==> src/rtl/axi4_lite_reg_slice.sv <==
// -----------------------------------------------------------------------------
// axi4_lite_reg_slice
//
// Full-throughput AXI4-Lite register slice. It sits between an AXI4-Lite
// master (s-side, "driver") and an AXI4-Lite slave (m-side, "memory slave")
// and timing-breaks all five channels. Every valid, ready and payload output
// is driven directly from a flop.
//
// Each channel goes through its own 2-entry skid stage (axi4_lite_skid_stage,
// defined below in this file). Each stage adds one cycle of latency,
// sustains one beat per cycle and preserves beat order. The five channels are
// independent: AW and W are never coupled.
//
// Parameters
//   AWIDTH  address width of AW/AR payload
//   DWIDTH  data width of W/R payload; strobe width is DWIDTH/8
//
// Ports (s = faces driver, m = faces slave; ready runs opposite to valid)
//   i_aClk, i_aResetn                          clock, async active-low reset
//   i_sAw*/o_sAwReady -> o_mAw*/i_mAwReady     write address, driver -> slave
//   i_sW* /o_sWReady  -> o_mW* /i_mWReady      write data,    driver -> slave
//   i_mB* /o_mBReady  -> o_sB* /i_sBReady      write resp,    slave  -> driver
//   i_sAr*/o_sArReady -> o_mAr*/i_mArReady     read address,  driver -> slave
//   i_mR* /o_mRReady  -> o_sR* /i_sRReady      read data,     slave  -> driver
// -----------------------------------------------------------------------------

// -----------------------------------------------------------------------------
// axi4_lite_skid_stage
//
// One valid/ready channel stage built from an output register and a skid
// register. in_ready, out_valid and out_data are all flops.
//
// Ports
//   clk, rst_n                       clock, async active-low reset
//   in_valid, in_ready, in_data      upstream side
//   out_valid, out_ready, out_data   downstream side
// -----------------------------------------------------------------------------
module axi4_lite_skid_stage #(
  parameter int WIDTH = 8
) (
  input  logic             clk,
  input  logic             rst_n,
  input  logic             in_valid,
  output logic             in_ready,
  input  logic [WIDTH-1:0] in_data,
  output logic             out_valid,
  input  logic             out_ready,
  output logic [WIDTH-1:0] out_data
);

  logic             sk_valid;
  logic [WIDTH-1:0] sk_data;

  logic             out_valid_nxt;
  logic [WIDTH-1:0] out_data_nxt;
  logic             sk_valid_nxt;
  logic [WIDTH-1:0] sk_data_nxt;

  logic in_hs;
  logic out_load;

  assign in_hs = in_valid & in_ready;

  // The output register may take a new beat when it is empty or when its
  // current beat leaves this cycle (!out_valid | (out_valid & out_ready)).
  assign out_load = !out_valid | out_ready;

  always_comb begin
    // NOTE: every signal assigned here gets a default first so that no path
    // leaves it unassigned; otherwise synthesis infers a latch.
    out_valid_nxt = out_valid;
    out_data_nxt  = out_data;
    sk_valid_nxt  = sk_valid;
    sk_data_nxt   = sk_data;

    if (out_load) begin
      if (sk_valid) begin
        // Oldest beat lives in the skid; it goes first to keep ordering.
        out_valid_nxt = 1'b1;
        out_data_nxt  = sk_data;
        sk_valid_nxt  = 1'b0;
      end else if (in_hs) begin
        // Accept and drain in the same cycle: bypass the skid entirely.
        out_valid_nxt = 1'b1;
        out_data_nxt  = in_data;
      end else begin
        out_valid_nxt = 1'b0;
      end
    end else if (in_hs) begin
      // Output is stalled: park the beat that was already in flight because
      // in_ready is registered and could not react in the same cycle.
      sk_valid_nxt = 1'b1;
      sk_data_nxt  = in_data;
    end
  end

  // NOTE: state flops use non-blocking assignments only, so every flop
  // samples the pre-edge values and ordering between always blocks is moot.
  always_ff @(posedge clk or negedge rst_n) begin
    if (!rst_n) begin
      out_valid <= 1'b0;
      out_data  <= '0;
      sk_valid  <= 1'b0;
      sk_data   <= '0;
      in_ready  <= 1'b0;
    end else begin
      out_valid <= out_valid_nxt;
      out_data  <= out_data_nxt;
      sk_valid  <= sk_valid_nxt;
      sk_data   <= sk_data_nxt;
      // Stop accepting as soon as the skid holds a beat; nothing new can be
      // taken until it has moved to the output register.
      in_ready  <= !sk_valid_nxt;
    end
  end

endmodule

module axi4_lite_reg_slice #(
  parameter int AWIDTH = 12,
  parameter int DWIDTH = 32
) (
  input  logic                i_aClk,
  input  logic                i_aResetn,

  // AW from driver / to slave
  input  logic                i_sAwValid,
  output logic                o_sAwReady,
  input  logic [AWIDTH-1:0]   i_sAwAddr,
  input  logic [2:0]          i_sAwProt,
  output logic                o_mAwValid,
  input  logic                i_mAwReady,
  output logic [AWIDTH-1:0]   o_mAwAddr,
  output logic [2:0]          o_mAwProt,

  // W from driver / to slave
  input  logic                i_sWValid,
  output logic                o_sWReady,
  input  logic [DWIDTH-1:0]   i_sWData,
  input  logic [DWIDTH/8-1:0] i_sWStrb,
  output logic                o_mWValid,
  input  logic                i_mWReady,
  output logic [DWIDTH-1:0]   o_mWData,
  output logic [DWIDTH/8-1:0] o_mWStrb,

  // B from slave / to driver
  input  logic                i_mBValid,
  output logic                o_mBReady,
  input  logic [1:0]          i_mBResp,
  output logic                o_sBValid,
  input  logic                i_sBReady,
  output logic [1:0]          o_sBResp,

  // AR from driver / to slave
  input  logic                i_sArValid,
  output logic                o_sArReady,
  input  logic [AWIDTH-1:0]   i_sArAddr,
  input  logic [2:0]          i_sArProt,
  output logic                o_mArValid,
  input  logic                i_mArReady,
  output logic [AWIDTH-1:0]   o_mArAddr,
  output logic [2:0]          o_mArProt,

  // R from slave / to driver
  input  logic                i_mRValid,
  output logic                o_mRReady,
  input  logic [DWIDTH-1:0]   i_mRData,
  input  logic [1:0]          i_mRResp,
  output logic                o_sRValid,
  input  logic                i_sRReady,
  output logic [DWIDTH-1:0]   o_sRData,
  output logic [1:0]          o_sRResp
);

  localparam int SWIDTH   = DWIDTH / 8;
  localparam int AX_WIDTH = AWIDTH + 3;
  localparam int W_WIDTH  = DWIDTH + SWIDTH;
  localparam int B_WIDTH  = 2;
  localparam int R_WIDTH  = DWIDTH + 2;

  // ---------------------------------------------------------------------------
  // Write address channel
  // ---------------------------------------------------------------------------
  axi4_lite_skid_stage #(.WIDTH(AX_WIDTH)) u_aw (
    .clk       (i_aClk),
    .rst_n     (i_aResetn),
    .in_valid  (i_sAwValid),
    .in_ready  (o_sAwReady),
    .in_data   ({i_sAwProt, i_sAwAddr}),
    .out_valid (o_mAwValid),
    .out_ready (i_mAwReady),
    .out_data  ({o_mAwProt, o_mAwAddr})
  );

  // ---------------------------------------------------------------------------
  // Write data channel
  // ---------------------------------------------------------------------------
  axi4_lite_skid_stage #(.WIDTH(W_WIDTH)) u_w (
    .clk       (i_aClk),
    .rst_n     (i_aResetn),
    .in_valid  (i_sWValid),
    .in_ready  (o_sWReady),
    .in_data   ({i_sWStrb, i_sWData}),
    .out_valid (o_mWValid),
    .out_ready (i_mWReady),
    .out_data  ({o_mWStrb, o_mWData})
  );

  // ---------------------------------------------------------------------------
  // Write response channel (slave -> driver); response codes pass unchanged
  // ---------------------------------------------------------------------------
  axi4_lite_skid_stage #(.WIDTH(B_WIDTH)) u_b (
    .clk       (i_aClk),
    .rst_n     (i_aResetn),
    .in_valid  (i_mBValid),
    .in_ready  (o_mBReady),
    .in_data   (i_mBResp),
    .out_valid (o_sBValid),
    .out_ready (i_sBReady),
    .out_data  (o_sBResp)
  );

  // ---------------------------------------------------------------------------
  // Read address channel
  // ---------------------------------------------------------------------------
  axi4_lite_skid_stage #(.WIDTH(AX_WIDTH)) u_ar (
    .clk       (i_aClk),
    .rst_n     (i_aResetn),
    .in_valid  (i_sArValid),
    .in_ready  (o_sArReady),
    .in_data   ({i_sArProt, i_sArAddr}),
    .out_valid (o_mArValid),
    .out_ready (i_mArReady),
    .out_data  ({o_mArProt, o_mArAddr})
  );

  // ---------------------------------------------------------------------------
  // Read data channel (slave -> driver)
  // ---------------------------------------------------------------------------
  axi4_lite_skid_stage #(.WIDTH(R_WIDTH)) u_r (
    .clk       (i_aClk),
    .rst_n     (i_aResetn),
    .in_valid  (i_mRValid),
    .in_ready  (o_mRReady),
    .in_data   ({i_mRResp, i_mRData}),
    .out_valid (o_sRValid),
    .out_ready (i_sRReady),
    .out_data  ({o_sRResp, o_sRData})
  );

endmodule
==> config.mk <==
export PLATFORM = sky130hd
export DESIGN_NAME = axi4_lite_reg_slice
export DESIGN_NICKNAME = d
export VERILOG_FILES = /design/src/rtl/axi4_lite_reg_slice.sv
export SDC_FILE = /design/constraint.sdc
export NUM_CORES = 1
export LEC_CHECK = 0
export CORE_MARGIN = 4
export CORE_UTILIZATION = 32
export CTS_BUF_LIST = sky130_fd_sc_hd__clkbuf_4 sky130_fd_sc_hd__clkbuf_8
export CTS_CLUSTER_DIAMETER = 80
export CTS_CLUSTER_SIZE = 14
export DETAILED_ROUTE_END_ITERATION = 7
export PLACE_DENSITY_LB_ADDON = 0.1
export REMOVE_ABC_BUFFERS = 1
export SLEW_MARGIN = 5
export SYNTH_ARGS = -nofsm -noshare
export SYNTH_HDL_FRONTEND = slang
export SYNTH_HIERARCHICAL = 1
export SYNTH_SLANG_ARGS = --single-unit
==> constraint.sdc <==
create_clock -name i_aClk -period 1.5 [get_ports i_aClk]
set_clock_uncertainty 0.1 [all_clocks]
set_input_delay 0.3 -clock i_aClk [delete_from_list [all_inputs] [get_ports i_aClk]]
set_output_delay 0.3 -clock i_aClk [all_outputs]
set_load 0.05 [all_outputs]
==> images/blocks.png <==
Bar = 50 um. Other cells in gray.
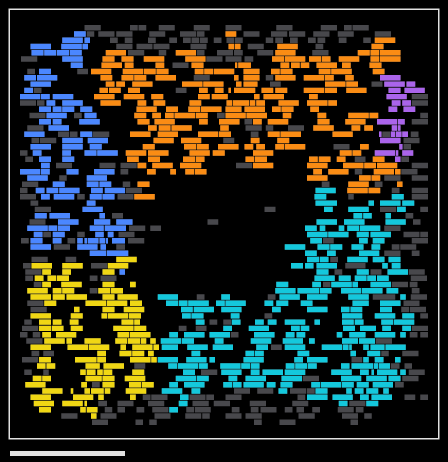
legend:
  `u_aw`:
    color: yellow
    cells: 108
    where: bottom left
  `u_r`:
    color: orange
    cells: 195
  `u_ar`:
    color: blue
    cells: 95
  `u_b`:
    color: purple
    cells: 24
    where: top right
  `u_w`:
    color: cyan
    cells: 217
not colored: 261
Die ar.: 34550 um2
post-route insts no fill: 1296

==> images/class_map.png <==
Bar = 50 um.
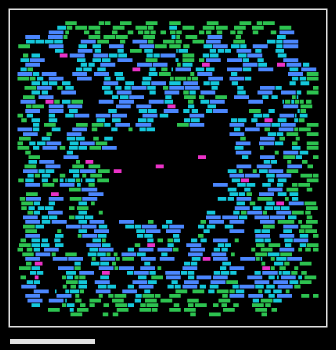
legend:
  remaining buffers and delay cells:
    color: green
    cells: 315
    share_of_their_area: 30%
  registers:
    color: blue
    cells: 219
    share_of_their_area: 38%
  clock drivers and dummy loads:
    color: magenta
    cells: 20
    share_of_their_area: 1.8%
  remaining logic cells:
    color: cyan
    cells: 346
    share_of_their_area: 30%
flop share of the area: 36.37%
core area: 30910 um2
Core Rows: 64
final core occ: 48.84%
final instance area: 15100 um2

==> images/congestion_map.png <==
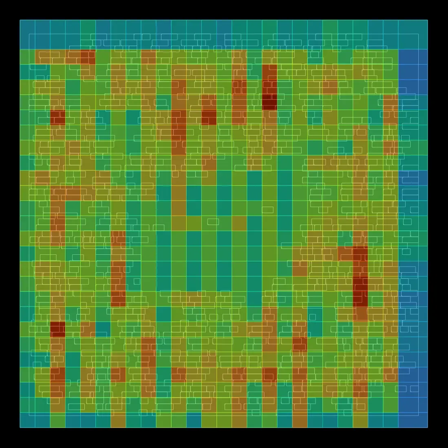
wire per inst: 18.95 um
gr usage total: 13.68%
GR Util met2: 23.96%
GR Util met1: 16.81%
met3 Track Usage GR: 3.967%

==> notes.md <==
fresh numbers from the pnr run: total power draw=24.57 mW, Clock Tree Root=clkbuf_8, post-synth top area cell=dfrtp_1, CTS max path bufs=3, non-clk buf share=29.09%, Hold Slack=0.1815 ns, gpl congestion=0.7633, I/O Buffers=225, Setup WS post-layout=-0.1216 ns, DP Worst Slack=-0.4302 ns, DRT Wirelength=24570 um, yosys aoi share=0.7292%, outcome=complete, but fails checks, critical-path cell with the highest stage delay=dfrtp_1, synth unique cells=19, buffers and inverters on the worst path=2, post-route minimum period=1.622 ns, Setup-failing EPs final=206, YS chip area=10120 um2, flip-flops=219, Critical Path Start Type=register, initial antenna violation count=0, failing checks=setup timing
==> images/ff_map.png <==
Bar = 50 um. Other sequential cells in the stronger gray, the rest of the logic in the fainter gray.
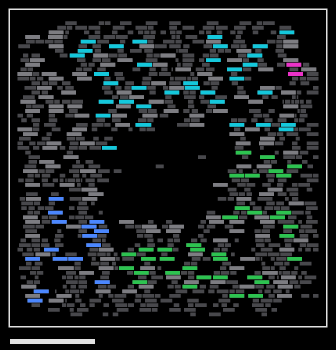
legend:
  `u_w/out_data`:
    color: green
    placed_flops: 36
  `u_b/out_data`:
    color: magenta
    placed_flops: 2
  `u_aw/sk_data`:
    color: blue
    placed_flops: 15
    where: bottom left
  `u_r/out_data`:
    color: cyan
    placed_flops: 34
FF/Latch Area: 5490 um2
P_seq: 9.25 mW

==> images/gates.png <==
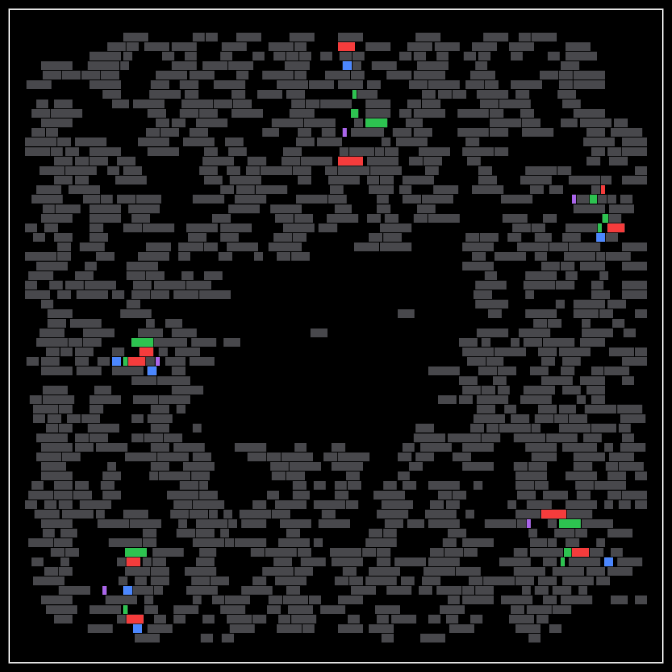
legend:
  nand cells:
    color: green
    cells: 13
    where: widely spread
  nor cells:
    color: red
    cells: 10
    where: widely spread
  inv cells:
    color: purple
    cells: 5
    where: widely spread
  and/or cells:
    color: blue
    cells: 7
    where: widely spread
most frequently placed logic cell in the final layout: dfrtp_1
combinational share of cell area: 29.36%

-- path summary, 6_finish.rpt --
| path | from | slack [ns] | to | cells past startpoint |
|---|---|---|---|---|
| min | i_aResetn | 0.18 | u_w/out_valid$_DFFE_PN0P_ | 2 |
| min in group i_aClk | i_sArAddr[2] | 0.32 | u_ar/sk_data[2]$_DFFE_PN0P_ | 2 |
| max reg2reg | u_w/out_valid$_DFFE_PN0P_ | -0.12 | u_w/out_data[9]$_DFFE_PN0P_ | 5 |
| max in group asynchronous | i_aResetn | 0.58 | u_w/out_data[23]$_DFFE_PN0P_ | 3 |
| min reg2reg | u_w/sk_data[3]$_DFFE_PN0P_ | 0.41 | u_w/sk_data[3]$_DFFE_PN0P_ | 1 |
| max | u_w/out_valid$_DFFE_PN0P_ | -0.12 | u_w/out_data[9]$_DFFE_PN0P_ | 5 |
-- layer usage --
layer | share of wire, % | wire length (um) | GRT usage (%)
met2 | 52 | 12660 | 23.96
met3 | 6.5 | 1594 | 3.967
met5 | 0 | 0 | 0
met1 | 40 | 9808 | 16.81
met4 | 2.0 | 502 | 2.944
-- cell families (layout without fill, tap and decap cells) --
family / count (synthesis) / in the layout
DFF: 219 / 219
buffers and inverters: 33 / 340
and+or+nand+nor: 30 / 30
muxes: 306 / 306
AOI/OAI and AO/OA: 5 / 5
-- synth_stat cells, types with 2 or more instances --
| cell type | number |
|---|---|
| nor2b_4 | 5 |
| or2b_1 | 7 |
| mux2_2 | 179 |
| nor2_8 | 2 |
| buf_6 | 19 |
| nand2_1 | 5 |
| buf_4 | 5 |
| a21oi_4 | 4 |
| inv_1 | 5 |
| nand2b_1 | 3 |
| nor2_4 | 2 |
| nand3_4 | 4 |
| buf_12 | 4 |
| mux2_4 | 126 |
| dfrtp_1 | 219 |
Power is estimated from default activity; no workload was simulated.
